===== src/rtl/qeciphy_tx_buffer_if.sv =====
// qeciphy_tx_buffer_if: AXI-Stream data/valid/ready bundle used on both sides of the TX buffer.
interface qeciphy_tx_buffer_if #(
    parameter int DATA_WIDTH = 64
);
    logic [DATA_WIDTH-1:0] tdata;
    logic                  tvalid;
    logic                  tready;
    modport master(output tdata, output tvalid, input tready);
    modport slave(input tdata, input tvalid, output tready);
endinterface


===== src/rtl/qeciphy_tx_buffer.sv =====
// qeciphy_tx_buffer: elastic AXIS buffer ahead of QECIPHY TX; releases words only while the link is ready
// and optionally discards (and counts) stale words when the link drops.
module qeciphy_tx_buffer #(
    parameter int DATA_WIDTH         = 64,
    parameter int DEPTH              = 16,
    parameter int FLUSH_ON_LINK_DOWN = 1
) (
    input  logic                     ACLK,
    input  logic                     ARSTn,
    qeciphy_tx_buffer_if.slave       s_axis,
    qeciphy_tx_buffer_if.master      m_axis,
    input  logic                     link_ready_i,
    output logic [$clog2(DEPTH):0]   level_o,
    output logic [15:0]              flush_cnt_o
);
    localparam int AW = $clog2(DEPTH);
    localparam logic [1:0] ST_DOWN = 2'd0, ST_ACTIVE = 2'd1, ST_FLUSH = 2'd2;

    logic [1:0]            state_q, state_d;
    logic [AW:0]           wr_ptr_q, wr_ptr_d, rd_ptr_q, rd_ptr_d, level_q;
    logic [15:0]           flush_cnt_q, flush_cnt_d;
    logic [DATA_WIDTH-1:0] mem_q [DEPTH];
    logic                  full, empty, wr_en, rd_en;
    logic [16:0]           flush_sum;

    assign empty = wr_ptr_q == rd_ptr_q;
    assign full  = (wr_ptr_q[AW] != rd_ptr_q[AW]) && (wr_ptr_q[AW-1:0] == rd_ptr_q[AW-1:0]);

    // Ready is gated by reset so the source sees no acceptance while held in reset.
    assign s_axis.tready = ARSTn && !full && state_q != ST_FLUSH;
    assign m_axis.tvalid = !empty && state_q == ST_ACTIVE;
    assign m_axis.tdata  = mem_q[rd_ptr_q[AW-1:0]];
    assign wr_en         = s_axis.tvalid && s_axis.tready;
    assign rd_en         = m_axis.tvalid && m_axis.tready;
    assign flush_sum     = {1'b0, flush_cnt_q} + 17'(level_q);
    assign level_o       = level_q;
    assign flush_cnt_o   = flush_cnt_q;

    always_comb begin
        wr_ptr_d    = wr_ptr_q + (AW+1)'(wr_en);
        rd_ptr_d    = state_q == ST_FLUSH ? wr_ptr_q : rd_ptr_q + (AW+1)'(rd_en);
        flush_cnt_d = state_q != ST_FLUSH ? flush_cnt_q : flush_sum[16] ? 16'hFFFF : flush_sum[15:0];
        state_d     = state_q == ST_FLUSH ? ST_DOWN :
                      state_q == ST_DOWN  ? (link_ready_i ? ST_ACTIVE : ST_DOWN) :
                      link_ready_i        ? ST_ACTIVE :
                      FLUSH_ON_LINK_DOWN != 0 ? ST_FLUSH : ST_DOWN;
    end

    always_ff @(posedge ACLK or negedge ARSTn) begin
        if (!ARSTn) begin
            state_q     <= ST_DOWN;
            wr_ptr_q    <= '0;
            rd_ptr_q    <= '0;
            level_q     <= '0;
            flush_cnt_q <= '0;
        end else begin
            state_q     <= state_d;
            wr_ptr_q    <= wr_ptr_d;
            rd_ptr_q    <= rd_ptr_d;
            level_q     <= wr_ptr_d - rd_ptr_d;
            flush_cnt_q <= flush_cnt_d;
        end
    end

    always_ff @(posedge ACLK) begin
        if (wr_en) mem_q[wr_ptr_q[AW-1:0]] <= s_axis.tdata;
    end
endmodule


===== src/flat_wrapper.sv =====
// flat-port wrapper written by rule: the top's interface ports become plain ports
module qeciphy_tx_buffer_flat 
#(
    parameter int DATA_WIDTH         = 64,
    parameter int DEPTH              = 16,
    parameter int FLUSH_ON_LINK_DOWN = 1
)
  (ACLK, ARSTn, link_ready_i, level_o, flush_cnt_o, s_axis_tdata, s_axis_tvalid, s_axis_tready, m_axis_tdata, m_axis_tvalid, m_axis_tready);
  qeciphy_tx_buffer_if #(.DATA_WIDTH(DATA_WIDTH)) s_axis_i ();
  qeciphy_tx_buffer_if #(.DATA_WIDTH(DATA_WIDTH)) m_axis_i ();
  input  logic ACLK;
  input  logic ARSTn;
  input  logic link_ready_i;
  output logic [$clog2(DEPTH):0] level_o;
  output logic [15:0] flush_cnt_o;
  input wire logic [$bits(s_axis_i.tdata)-1:0] s_axis_tdata;
  input wire logic [$bits(s_axis_i.tvalid)-1:0] s_axis_tvalid;
  output wire logic [$bits(s_axis_i.tready)-1:0] s_axis_tready;
  output wire logic [$bits(m_axis_i.tdata)-1:0] m_axis_tdata;
  output wire logic [$bits(m_axis_i.tvalid)-1:0] m_axis_tvalid;
  input wire logic [$bits(m_axis_i.tready)-1:0] m_axis_tready;
  assign s_axis_i.tdata = s_axis_tdata;
  assign s_axis_i.tvalid = s_axis_tvalid;
  assign s_axis_tready = s_axis_i.tready;
  assign m_axis_tdata = m_axis_i.tdata;
  assign m_axis_tvalid = m_axis_i.tvalid;
  assign m_axis_i.tready = m_axis_tready;
  qeciphy_tx_buffer #(.DATA_WIDTH(DATA_WIDTH), .DEPTH(DEPTH), .FLUSH_ON_LINK_DOWN(FLUSH_ON_LINK_DOWN)) u_core (.ACLK(ACLK), .ARSTn(ARSTn), .s_axis(s_axis_i), .m_axis(m_axis_i), .link_ready_i(link_ready_i), .level_o(level_o), .flush_cnt_o(flush_cnt_o));
endmodule

===== config.mk =====
export PLATFORM = sky130hd
export DESIGN_NAME = qeciphy_tx_buffer_flat
export DESIGN_NICKNAME = d
export VERILOG_FILES = /design/src/rtl/qeciphy_tx_buffer_if.sv /design/src/rtl/qeciphy_tx_buffer.sv /design/src/flat_wrapper.sv
export SDC_FILE = /design/constraint.sdc
export NUM_CORES = 1
export LEC_CHECK = 0
export CAP_MARGIN = 20
export CORE_MARGIN = 2
export CORE_UTILIZATION = 65
export CTS_CLUSTER_DIAMETER = 40
export CTS_CLUSTER_SIZE = 40
export DETAILED_ROUTE_END_ITERATION = 10
export PLACE_DENSITY = 0.94
export SETUP_SLACK_MARGIN = 0.3
export SLEW_MARGIN = 40
export SYNTH_ARGS = -nofsm -noshare
export SYNTH_HDL_FRONTEND = slang
export SYNTH_SLANG_ARGS = --single-unit

===== constraint.sdc =====
create_clock -name ACLK -period 20 [get_ports ACLK]
set_input_delay 4 -clock ACLK [delete_from_list [all_inputs] [get_ports ACLK]]
set_output_delay 4 -clock ACLK [all_outputs]
set_load 0.01 [all_outputs]

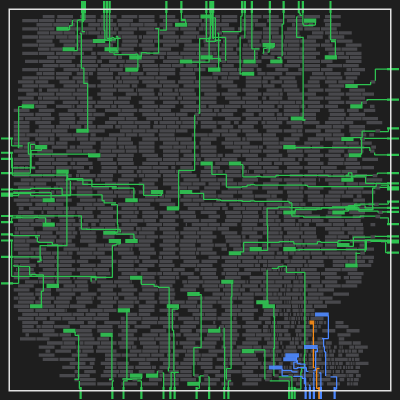
io_fan.png
Drawn at 1.5 px/um.
Key: level_o = blue [bits 5, direction output, edge bottom, end cells 5, buffers 5, wire 189 um]; m_axis_tvalid = orange [bits 1, direction output, edge bottom, end cells 1, buffers 1, wire 47.6 um]; m_axis_tdata = green [bits 64, direction output, edge 20 top, 17 right, 14 bottom, 13 left, end cells 64, buffers 64, wire 3980 um]

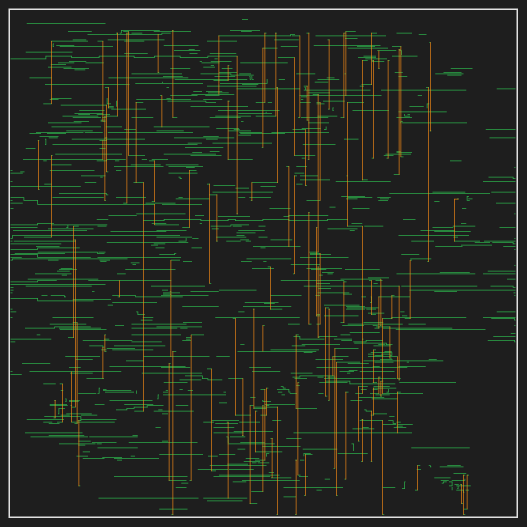
wires.png
Drawn at 2 px/um. Two of the layers only.
Key: metal 4 = orange [wire length 4340 um]; metal 3 = green [wire length 9490 um]

==> qor.yml <==
outcome: "finished, final reports clean"
placed_cell_area_mm2: 0.0431
ys_warn_count: 0
drv_slew: 0
p_per_area_mw_per_mm2: 143
setup.worst_path.start: "ARSTn"
final_hold_viol_count: 0
drive_gt1_share_pct: 30.1
fp.dieH_um: 253
antenna_found_initial: 6
cp.required_ps: 16000
min_from: "u_core.state_q[0]"
cp.arrival_ps: 6090
path_depth: 5
end_kind: "output pin"
tns_ps: 0
nets: 1952
place_hpwl_um: 51000
critPathKind: "primary input to output pin"
core_mm2: 0.0616
cp-start-kind: "primary input"
syn-num-nets: 1717
lay_top_cells: "edfxtp_1 (1024), mux4_2 (320), clkdlybuf4s50_1 (155)"
ios: 156
reg2reg_from: "u_core.rd_ptr_q[3]"
routed_wl_um: 107000
yosys.area.top_type: "edfxtp_1"
combPwrFrac_pct: 27.7
cp_cell_sequence: "clkdlybuf4s50_1 -> buf_4 -> nand2_1 -> a21oi_1 -> clkdlybuf4s50_1"
ys_async_sr_fraction_pct: 3.12
layout_top_cell: "edfxtp_1"
r2r_setup_slack_ps: 15530
hold_path.class: "flop to flop"
drc: 0
route.antenna.remaining_nets: 0
slowest_delay_ps: 600
syn_avg_cell_area_um2: 24.7
vias: 20106
common_cells: "edfxtp_1 (1024), mux4_2 (320), clkbuf_1 (35)"
fin_cells: 2815
critPathTopFamily: "buffers and inverters"
p_clk_share_pct: 32.5
die_area_mm2: 0.0641
most_common_cell: "edfxtp_1"
area_growth_pct: 16.7
total_power_mw: 6.72
cts_resized: 0
h-tree-depth: 3
holdPathEnd: "u_core.state_q[1]"
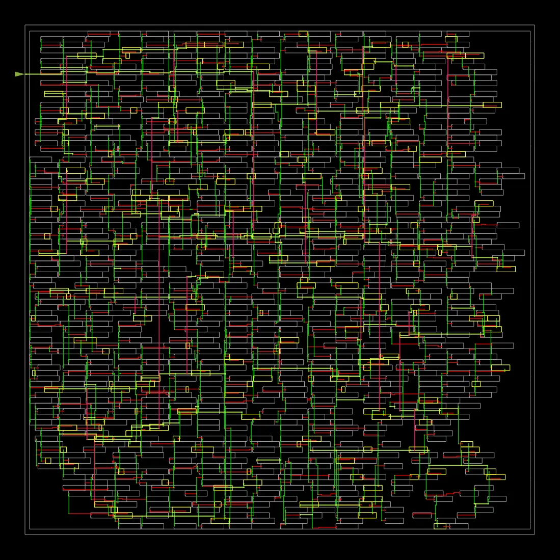
clocks.png
skew final: 29.4 ps
Flop Count: 1057
Sink Count: 1057
Latency at later pin: 690 ps
TritonCTS Buffers: 114

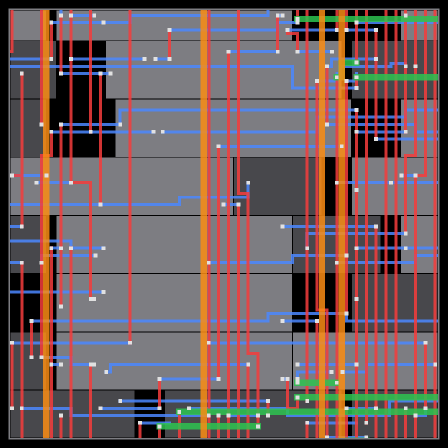
detail.png
Window x 180 to 200, y 180 to 200 um. Cells in grey, sequential cells in the stronger grey; small squares are vias.
Key: metal 4 = orange; metal 2 = red; metal 1 = blue; metal 3 = green
13 logic cells have their middle in the window. Netlist names of flops here include u_core.mem_q (8). Most frequent: edfxtp_1 (8), mux4_2 (2). Sequential cells in the window: 8.

## flip-flops by register name, indices dropped and copies added, names as in the netlist
name                flops
u_core.rd_ptr_q         5
u_core.wr_ptr_q         5
u_core.mem_q         1024
u_core.level_o          5
u_core.flush_cnt_o     16
u_core.state_q          2
## worst reg2reg max path: cells and delay by family (launching register included)
family / cells / cell delay (ps)
simple gates: 2 / 890
fa+ha+maj: 3 / 990
buf+inv: 3 / 820
flops: 1 / 670
xor+xnor: 3 / 510
compound gates: 3 / 450
## final cells by class
class | count | area, um2
antenna | 9 | 22.5
clock buffer | 119 | 2870
clock inverter | 98 | 1090
fill | 2900 | 14500
inverter | 17 | 63.8
multi-input combinational | 481 | 8400
sequential | 1057 | 31600
tap | 837 | 1050
timing repair buffer | 197 | 2070
## power groups by stage
stage	combinational [mW]	sequential [mW]	clock [mW]
6_report	1.86	2.67	2.19
5_1_grt	1.95	2.68	2.27
4_1_cts	1.86	2.67	2.19
3_5_place_dp	1.80	2.71	0
3_3_place_gp	1.72	2.70	0
2_1_floorplan	1.22	2.64	0
## cell families (layout without fill, tap and decap cells)
kind of cell	count (synthesis)	count (layout)	share of synthesized area, %
flip-flops	1057	1057	78.2
multiplexers	322	322	17.9
other	0	9	0
XOR/XNOR	20	20	0.434
buffers and inverters	95	431	1.32
AND/OR/NAND/NOR	82	82	0.988
AND-OR/OR-AND	42	42	0.675
adder cells (fa/ha/maj)	15	15	0.502
## routing by layer
metal,up-vias,share of wire [%],GRT usage [%]
met4,0,4.1,13.6
met5,-,0,0
li1,7579,-,-
met3,260,8.9,5.87
met2,1620,54,58.8
met1,10647,33,41.9
Power figures rest on the tool's default switching activity, not on a simulated workload.
